### src/rtl/square_wave_meter.sv
// square_wave_meter: measures period and high time of a square wave in clk cycles.
// A valid measurement needs rise, fall, rise; the first rise only arms the meter.
// no_signal is raised at reset and whenever an expected edge fails to arrive
// within TIMEOUT cycles.
// Optional macro SQW_SYNC_EN: adds a two-flop synchronizer ahead of the edge
// detector for an asynchronous square_wave (edge-to-valid latency 4 instead of 2).
module square_wave_meter #(
    parameter int CNT_W   = 16,
    parameter int TIMEOUT = 1000
) (
    input  logic             clk,
    input  logic             rst,
    input  logic             square_wave,
    output logic [CNT_W-1:0] period,
    output logic [CNT_W-1:0] high_time,
    output logic             valid,
    output logic             no_signal
);

    typedef enum logic [1:0] {
        WAIT_RISE = 2'd0,
        HIGH      = 2'd1,
        LOW       = 2'd2
    } state_t;

    localparam logic [CNT_W-1:0] TIMEOUT_C = CNT_W'(TIMEOUT);
    localparam logic [CNT_W-1:0] ONE_C     = CNT_W'(1);

    state_t           state_q, state_d;
    logic [CNT_W-1:0] cnt_q, cnt_d;
    logic [CNT_W-1:0] hi_cap_q, hi_cap_d;
    logic [CNT_W-1:0] period_q, period_d;
    logic [CNT_W-1:0] high_time_q, high_time_d;
    logic             valid_q, valid_d;
    logic             no_signal_q, no_signal_d;
    logic             sq_s_q, sq_d_q;
    logic             sq_in;
    logic             rise;
    logic             fall;

`ifdef SQW_SYNC_EN
    logic sync1_q, sync2_q;

    // Two-flop synchronizer so an asynchronous input settles before edge detection
    always_ff @(posedge clk) begin
        if (rst) begin
            sync1_q <= 1'b0;
            sync2_q <= 1'b0;
        end else begin
            sync1_q <= square_wave;
            sync2_q <= sync1_q;
        end
    end

    assign sq_in = sync2_q;
`else
    assign sq_in = square_wave;
`endif

    assign rise = sq_s_q & ~sq_d_q;
    assign fall = ~sq_s_q & sq_d_q;

    // Next-state logic: counter, measurement FSM and registered outputs
    always_comb begin
        state_d     = state_q;
        hi_cap_d    = hi_cap_q;
        period_d    = period_q;
        high_time_d = high_time_q;
        valid_d     = 1'b0;
        no_signal_d = no_signal_q;

        if (rise) begin
            cnt_d = ONE_C;
        end else if (cnt_q != TIMEOUT_C) begin
            cnt_d = cnt_q + ONE_C;
        end else begin
            cnt_d = cnt_q;
        end

        case (state_q)
            WAIT_RISE: begin
                if (rise) begin
                    state_d = HIGH;
                end
            end
            HIGH: begin
                if (fall) begin
                    state_d  = LOW;
                    hi_cap_d = cnt_q;
                end else if (cnt_q == TIMEOUT_C) begin
                    state_d     = WAIT_RISE;
                    no_signal_d = 1'b1;
                end
            end
            LOW: begin
                if (rise) begin
                    state_d     = HIGH;
                    period_d    = cnt_q;
                    high_time_d = hi_cap_q;
                    valid_d     = 1'b1;
                    no_signal_d = 1'b0;
                end else if (cnt_q == TIMEOUT_C) begin
                    state_d     = WAIT_RISE;
                    no_signal_d = 1'b1;
                end
            end
            default: begin
                state_d = WAIT_RISE;
            end
        endcase
    end

    // State registers with synchronous reset back to the unarmed, no-signal condition
    always_ff @(posedge clk) begin
        if (rst) begin
            state_q     <= WAIT_RISE;
            cnt_q       <= '0;
            hi_cap_q    <= '0;
            period_q    <= '0;
            high_time_q <= '0;
            valid_q     <= 1'b0;
            no_signal_q <= 1'b1;
            sq_s_q      <= 1'b0;
            sq_d_q      <= 1'b0;
        end else begin
            state_q     <= state_d;
            cnt_q       <= cnt_d;
            hi_cap_q    <= hi_cap_d;
            period_q    <= period_d;
            high_time_q <= high_time_d;
            valid_q     <= valid_d;
            no_signal_q <= no_signal_d;
            sq_s_q      <= sq_in;
            sq_d_q      <= sq_s_q;
        end
    end

    assign period    = period_q;
    assign high_time = high_time_q;
    assign valid     = valid_q;
    assign no_signal = no_signal_q;

endmodule

### config.mk
export PLATFORM = sky130hd
export DESIGN_NAME = square_wave_meter
export DESIGN_NICKNAME = d
export VERILOG_FILES = /design/src/rtl/square_wave_meter.sv
export SDC_FILE = /design/constraint.sdc
export NUM_CORES = 1
export LEC_CHECK = 0
export CORE_MARGIN = 10
export CORE_UTILIZATION = 35
export CTS_CLUSTER_DIAMETER = 40
export DETAILED_ROUTE_END_ITERATION = 16
export PLACE_DENSITY_LB_ADDON = 0.2
export SLEW_MARGIN = 20
export SYNTH_ARGS = -nofsm -noshare
export SYNTH_HDL_FRONTEND = slang
export SYNTH_SLANG_ARGS = --single-unit
### constraint.sdc
create_clock -name clk -period 1.8 [get_ports clk]
set_input_delay 0.36 -clock clk [delete_from_list [all_inputs] [get_ports clk]]
set_output_delay 0.36 -clock clk [all_outputs]
set_load 0.01 [all_outputs]
run_1/pdn.png
The bar under the picture is 20 um long. Pins as bars on the die edge.
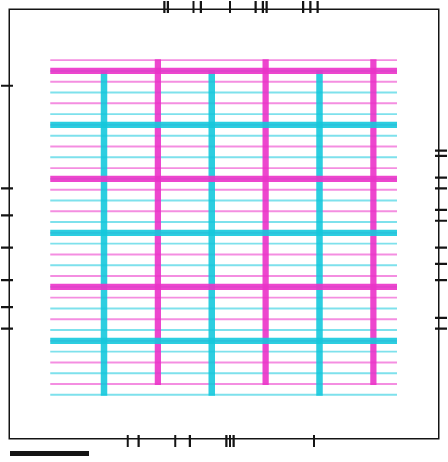
magenta -> VDD
cyan -> VSS
met5 straps = 6
signal pins = 37
met4 straps = 6

run_1/cell_classes.png
The bar under the picture is 20 um long.
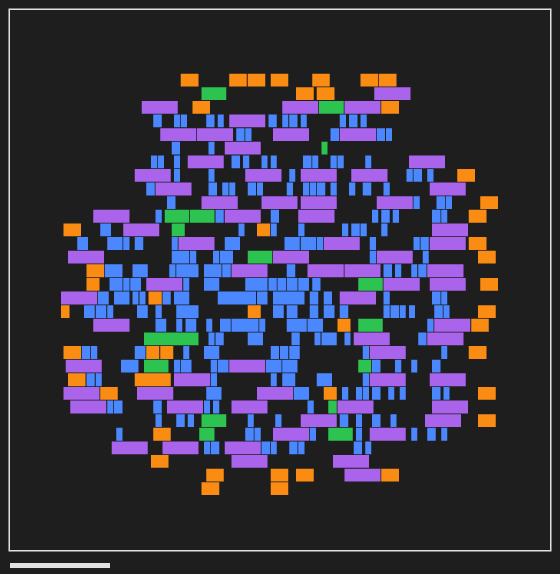
purple -> flip-flops  # cells 70
green -> clock drivers and dummy loads  # cells 16
orange -> other buffers and delay cells  # cells 45
blue -> all other logic  # cells 229

run_1/clock_map.png
The bar under the picture is 20 um long.
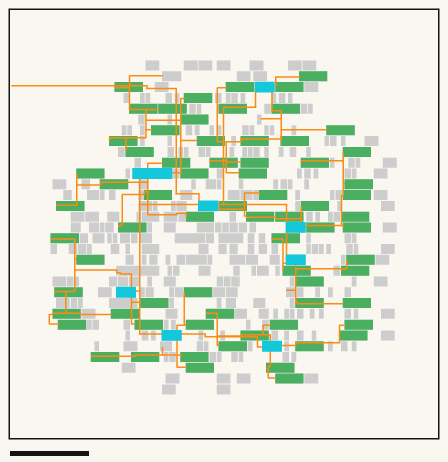
green -> flip-flops  # count 70
orange -> clock wires  # length 838 um
cyan -> cells driving clock nets  # count 9
routed clock nets = 10

==> impl_metrics.ini, run 1 <==
; yosys + openroad results
[sta]
setup_viol = 0
relSlewSlack_pct = 60.8
min_period_ns = 1.63
maxSlewViolCount = 0
hold_viol = 0
fin_skew_ns = 0.00914

[die]
initial_utilization_pct = 36.6

[synth]
logic_family = simple AND/OR/NAND/NOR gates
avgSynthCellArea_um2 = 8.39
syn_area_mm2 = 0.00270
top_cell = nand2_1

[clock_network]
post_cts_resized = 0
post_cts_buffers = 0
clk_pin_slew_ns = 0.07

[cells_and_area]
nClkBuffers = 11
area_growth_pct = 24.0
logic_area_mm2 = 0.00117
seqCellArea_mm2 = 0.00140
n_all_buffers = 45
clk_share_pct = 5.98
lay_top_count = nand2_1
ff_count = 70

[worst_hold_path]
hold_class = register to register

[critical_path]
critPathMaxFanout = 4
crit_chain = clkdlybuf4s50_1
reg2reg_from = cnt_q[2]$_SDFFE_PP0N_
critical_path_buf_inv_count = 1
crit_path_start = no_signal$_SDFFE_PP1P_

[power]
sw_frac_of_total_pct = 22.0
power_combinational_mw = 0.0763
power.share.sequential_pct = 54.2
combPwrFrac_pct = 2.6
peakVddDrop_v = 0.000404

[placement]
placed_cells = 443

[detailed_routing]
wl_per_cell_um = 12.5
drc = 0
drtIter0Drc = 86
drtAntennaViolNets = 0
first_pass_iters = 4

[grt]
top_usage_layer = met2
grt_use_met3_pct = 4.25
grt_pass1_vias = 2118
grt_use_total_pct = 10.7

[run_status]
status = finished, final reports clean
==> run 1: stage by stage <==
| stage | instance area (um^2) | utilization (%) | hold slack [ns] |
|---|---|---|---|
| 2_1_floorplan | 2700 | - | 0.432 |
| 3_3_place_gp | 3150 | 42.7 | 0.441 |
| 3_5_place_dp | 3150 | 42.7 | 0.444 |
| 4_1_cts | 3350 | 45.4 | 0.453 |
| 5_1_grt | 3350 | 45.4 | 0.470 |
| 6_report | 3350 | 45.4 | 0.450 |
==> run 1: sequential cells by signal, indices dropped and copies added, names as in the netlist <==
register,count
valid,1
cnt_q,16
state_q,2
no_signal,1
sq_s_q,1
period,16
high_time,16
sq_d_q,1
hi_cap_q,16
==> run 1 -> run 2 <==
CAP_MARGIN = 20   (was not set)
run_2/metal_stack.png
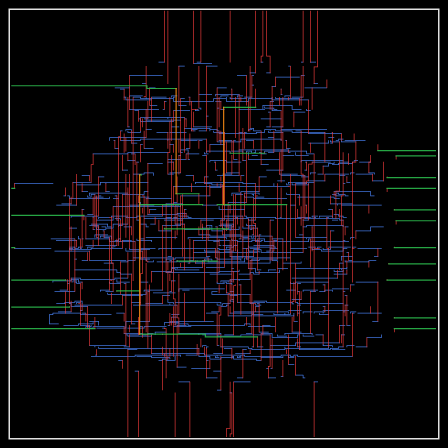
blue -> met1  # wire length 2630 um
red -> met2  # wire length 2680 um
orange -> met4  # wire length 91.1 um
green -> met3  # wire length 353 um

run_2/pdn.png
The bar under the picture is 20 um long. Pins as bars on the die edge.
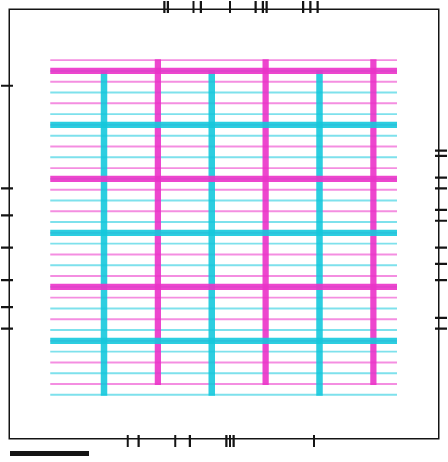
magenta -> VDD
cyan -> VSS
met1 rails = 32
met4 straps = 6
rows = 31
signal pins = 37
met5 straps = 6

==> run 2 against run 1 <==
Against the previous run: sequential share of layout area stayed put; register-to-register slack hardly changed; clock skew unchanged; cell area is the same; flip-flop count did not move; wire length stayed put; die area unchanged; first-iteration DRC count unchanged; worst setup slack is the same; cell count did not move; area after synthesis is the same.
==> impl_metrics.ini, run 2 <==
; yosys + openroad results
[run_status]
status = finished, final reports clean

[sta]
maxSlewViolCount = 0
fmax_ghz = 0.612
min_period_ns = 1.63
relSlewSlack_pct = 60.8
setup_viol = 0
hold_viol = 0
rsz0062_at_grt = false
timing.hold.ws_ns = 0.450
fin_skew_ns = 0.00914
tns_ns = 0

[synth]
top_cell = nand2_1
logic_family = simple AND/OR/NAND/NOR gates
yosysWarnings = 0
synth_top_area_share_pct = 51.9
syn_area_mm2 = 0.00270
ys_ff = 70
yosys-top-cells-area = dfxtp_1, nand2_1, a21oi_1, xor2_1, nor2_1
avgSynthCellArea_um2 = 8.39

[critical_path]
reg2reg_from = cnt_q[2]$_SDFFE_PP0N_
critPathMaxFanout = 4
crit_chain = clkdlybuf4s50_1
crit_family = buffers and inverters
critical_path_buf_inv_count = 1
crit_path_start = no_signal$_SDFFE_PP1P_
end_kind = output port
slowest_stage = clkdlybuf4s50_1

[cells_and_area]
lay_top_count = nand2_1
nClkBuffers = 11
ff_count = 70
clk_share_pct = 5.98
inverters = 4
logic_area_mm2 = 0.00117
n_all_buffers = 45
comb_cells = 225
final_layout_size_suffix_gt1_share_pct = 8.89
seqCellArea_mm2 = 0.00140
final_util_pct = 45.4
area_growth_pct = 24.0
stdcell_area_mm2 = 0.00335

[clock_network]
cts_max_path_buffers = 2
post_cts_buffers = 0
cts-hold-fix-buffers = 0
post_cts_resized = 0
clk_pin_slew_ns = 0.07
htreeDepth = 3

[detailed_routing]
first_pass_iters = 4
drtIter0Drc = 86
dr_wl_met3_um = 353
wl_per_cell_um = 12.5
drc = 0
drtAntennaViolNets = 0

[die]
core_mm2 = 0.00737
io-pin-count = 37
initial_utilization_pct = 36.6

[power]
peakVddDrop_v = 0.000404
power.leakage_nw = 1.12

[grt]
grt_use_total_pct = 10.7
grt_pass1_vias = 2118
top_usage_layer = met2
use_met2_pct = 17.0
grt_use_met1_pct = 12.4
grt_use_met3_pct = 4.25

[worst_hold_path]
hold_class = register to register

[flow_run]
maxCapViolCount = 0

[placement]
dpl_cell_area_mm2 = 0.00315
placed_cells = 443
[run 2: cell counts in the layout (fill, tap and decap cells not counted)]
No cell type changed its count.
[run 2: path summary, 6_finish.rpt]
kind / slack, ns / cells past startpoint / end
worst max register to register: 0.23 / 4 / cnt_q[12]$_SDFFE_PP0N_
worst max-delay path: 0.17 / 1 / no_signal
worst min register to register: 0.45 / 2 / high_time[2]$_SDFFE_PP0P_
worst min-delay path: 0.45 / 2 / high_time[2]$_SDFFE_PP0P_
[run 2: kinds of logic after synthesis]
family,after synthesis
xor+xnor,11
fa+ha+maj,2
simple gates,149
compound gates,61
flops,70
mux,2
buf+inv,27
[run 2: power by group]
group	internal, mW	switching, mW	total (mW)
combinational	0.0268	0.0495	0.0763
clock	0.678	0.576	1.25
sequential	1.56	0.0139	1.57
total	2.26	0.639	2.90
==> run 2 -> run 3 <==
CORE_ASPECT_RATIO = 1.2   (was not set)
run_3/cell_classes.png
The bar under the picture is 20 um long.
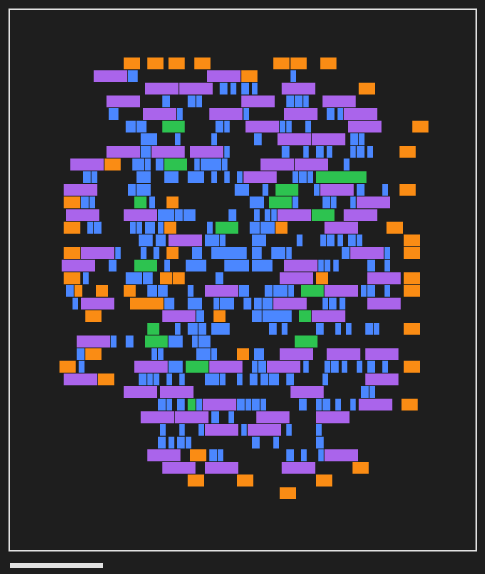
blue -> all other logic  # cells 229
orange -> other buffers and delay cells  # cells 48
green -> clock drivers and dummy loads  # cells 16
purple -> flip-flops  # cells 70

run_3/clock_map.png
The bar under the picture is 20 um long.
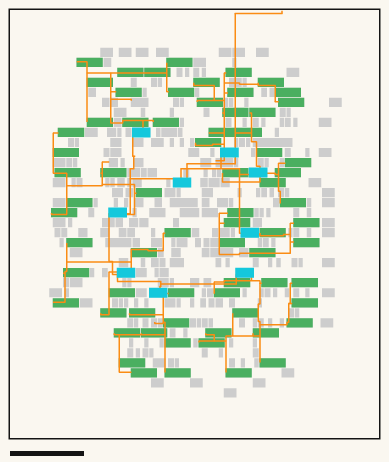
green -> flip-flops  # count 70
cyan -> cells driving clock nets  # count 9
orange -> clock wires  # length 818 um
routed clock nets = 10

==> run 3 against run 2 <==
Against the previous run: worst hold slack lost 0.0037 ns; via count increased by 0.19%; cell area increased by 0.67%; utilization fell by 1.2 points; cell count is 0.87% lower; combinational power rose by 4.8%; fmax about the same; clock skew hardly changed; largest cell class unchanged; total power increased by 1.3%; worst setup slack got worse by 0.0013 ns; first-iteration DRC count grew 1.2%; critical path depth stayed put.
==> impl_metrics.ini, run 3 <==
; yosys + openroad results
[worst_hold_path]
min_to = high_time[9]$_SDFFE_PP0P_
hold_class = register to register
whs_path_depth = 2

[synth]
syn_area_mm2 = 0.00270
ys_sh_simple_pct = 26.3
avgSynthCellArea_um2 = 8.39
synth_top_area_share_pct = 51.9
yosysWarnings = 0
fa_ha_area_share_pct = 0.927
ys_ff = 70
syn_inst = 322
top_cell = nand2_1
async_reset_ff_share_pct = 0
logic_family = simple AND/OR/NAND/NOR gates
ys_cells = 322
yosys-top-cells-area = dfxtp_1, nand2_1, a21oi_1, xor2_1, nor2_1
flop_cell = dfxtp_1
seq_area_frac_synth_pct = 51.9

[critical_path]
crit_path_start = no_signal$_SDFFE_PP1P_
crit_chain = clkdlybuf4s50_1
worst_r2r_endpoint = cnt_q[14]$_SDFFE_PP0N_
crit_family = buffers and inverters
r2r_setup_slack_ns = 0.17
endpoint = no_signal
slowest_stage = clkdlybuf4s50_1
reg2reg_from = cnt_q[2]$_SDFFE_PP0N_
rr_worst_depth = 4
critical_path_buf_inv_count = 1
path_depth = 1
end_kind = output port
critPathMaxFanout = 4

[sta]
hold_viol = 0
timing.hold.ws_ns = 0.446
fmax_ghz = 0.612
fin_skew_ns = 0.00934
min_period_ns = 1.63
maxSlewViolCount = 0
tightest_slew_ns = 0.580
fin_ws_ns = 0.165
rsz0062_at_grt = false
tns_ns = 0
relSlewSlack_pct = 61.4
setup_viol = 0

[grt]
grt_pass1_vias = 2197
grt_use_total_pct = 10.9
antenna_found_initial = 0

[clock_network]
cts-hold-fix-buffers = 0
cts_max_path_buffers = 2
clk_pin_slew_ns = 0.08
clk_latency_ns = 0.34
cts.sinks = 70
htreeDepth = 3
cts_tree = yes
post_cts_buffers = 0
cts_buffers = 9
post_cts_resized = 0

[cells_and_area]
logic_area_mm2 = 0.00117
stdcell_area_mm2 = 0.00337
comb_cells = 225
n_all_buffers = 48
final_layout_size_suffix_gt1_share_pct = 9.92
comb_share_pct = 34.8
lay_top_count = nand2_1
biggestCellCategory = registers
final_util_pct = 44.2
ff_count = 70
area_growth_pct = 24.8
seqCellArea_mm2 = 0.00140
nClkBuffers = 11
layout_top_cells = nand2_1, dfxtp_1, a21oi_1
clk_share_pct = 6.20
inverters = 4

[power]
peakVddDrop_v = 0.000468
power.leakage_nw = 1.13

[run_status]
status = finished, final reports clean

[placement]
gp_congestion = 0.789
placed_cells = 439
dpl_cell_area_mm2 = 0.00316

[die]
core_mm2 = 0.00762
initial_utilization_pct = 35.4
die_w_um = 100
io-pin-count = 37

[detailed_routing]
wl_per_cell_um = 13.3
first_pass_iters = 4
drc = 0
drtAntennaViolNets = 0
wl_mm = 6.05
drtIter0Drc = 87

[flow_run]
maxCapViolCount = 0
run 3: power breakdown:
| group | switching (mW) | internal (mW) | leakage [nW] |
|---|---|---|---|
| Clock | 0.572 | 0.712 | 0.0976 |
| Sequential | 0.0154 | 1.56 | 0.565 |
| Combinational | 0.0508 | 0.0293 | 0.471 |
run 3: tightest hold or removal path, stage by stage, from the launching register on:
cell	delay, ns
dfxtp_1	0.31
nand2_1	0.05
a21oi_1	0.05
run 3: metal layers:
| layer | GRT usage [%] | part of all wire, % | vias up |
|---|---|---|---|
| met5 | 0 | 0 | - |
| met4 | 3.96 | 0.94 | 0 |
| met3 | 4.67 | 6.6 | 5 |
| met2 | 17.3 | 47 | 33 |
| met1 | 12.7 | 46 | 980 |
| li1 | - | - | 1127 |
No activity file was given, so power comes from the tool's default toggle rates.
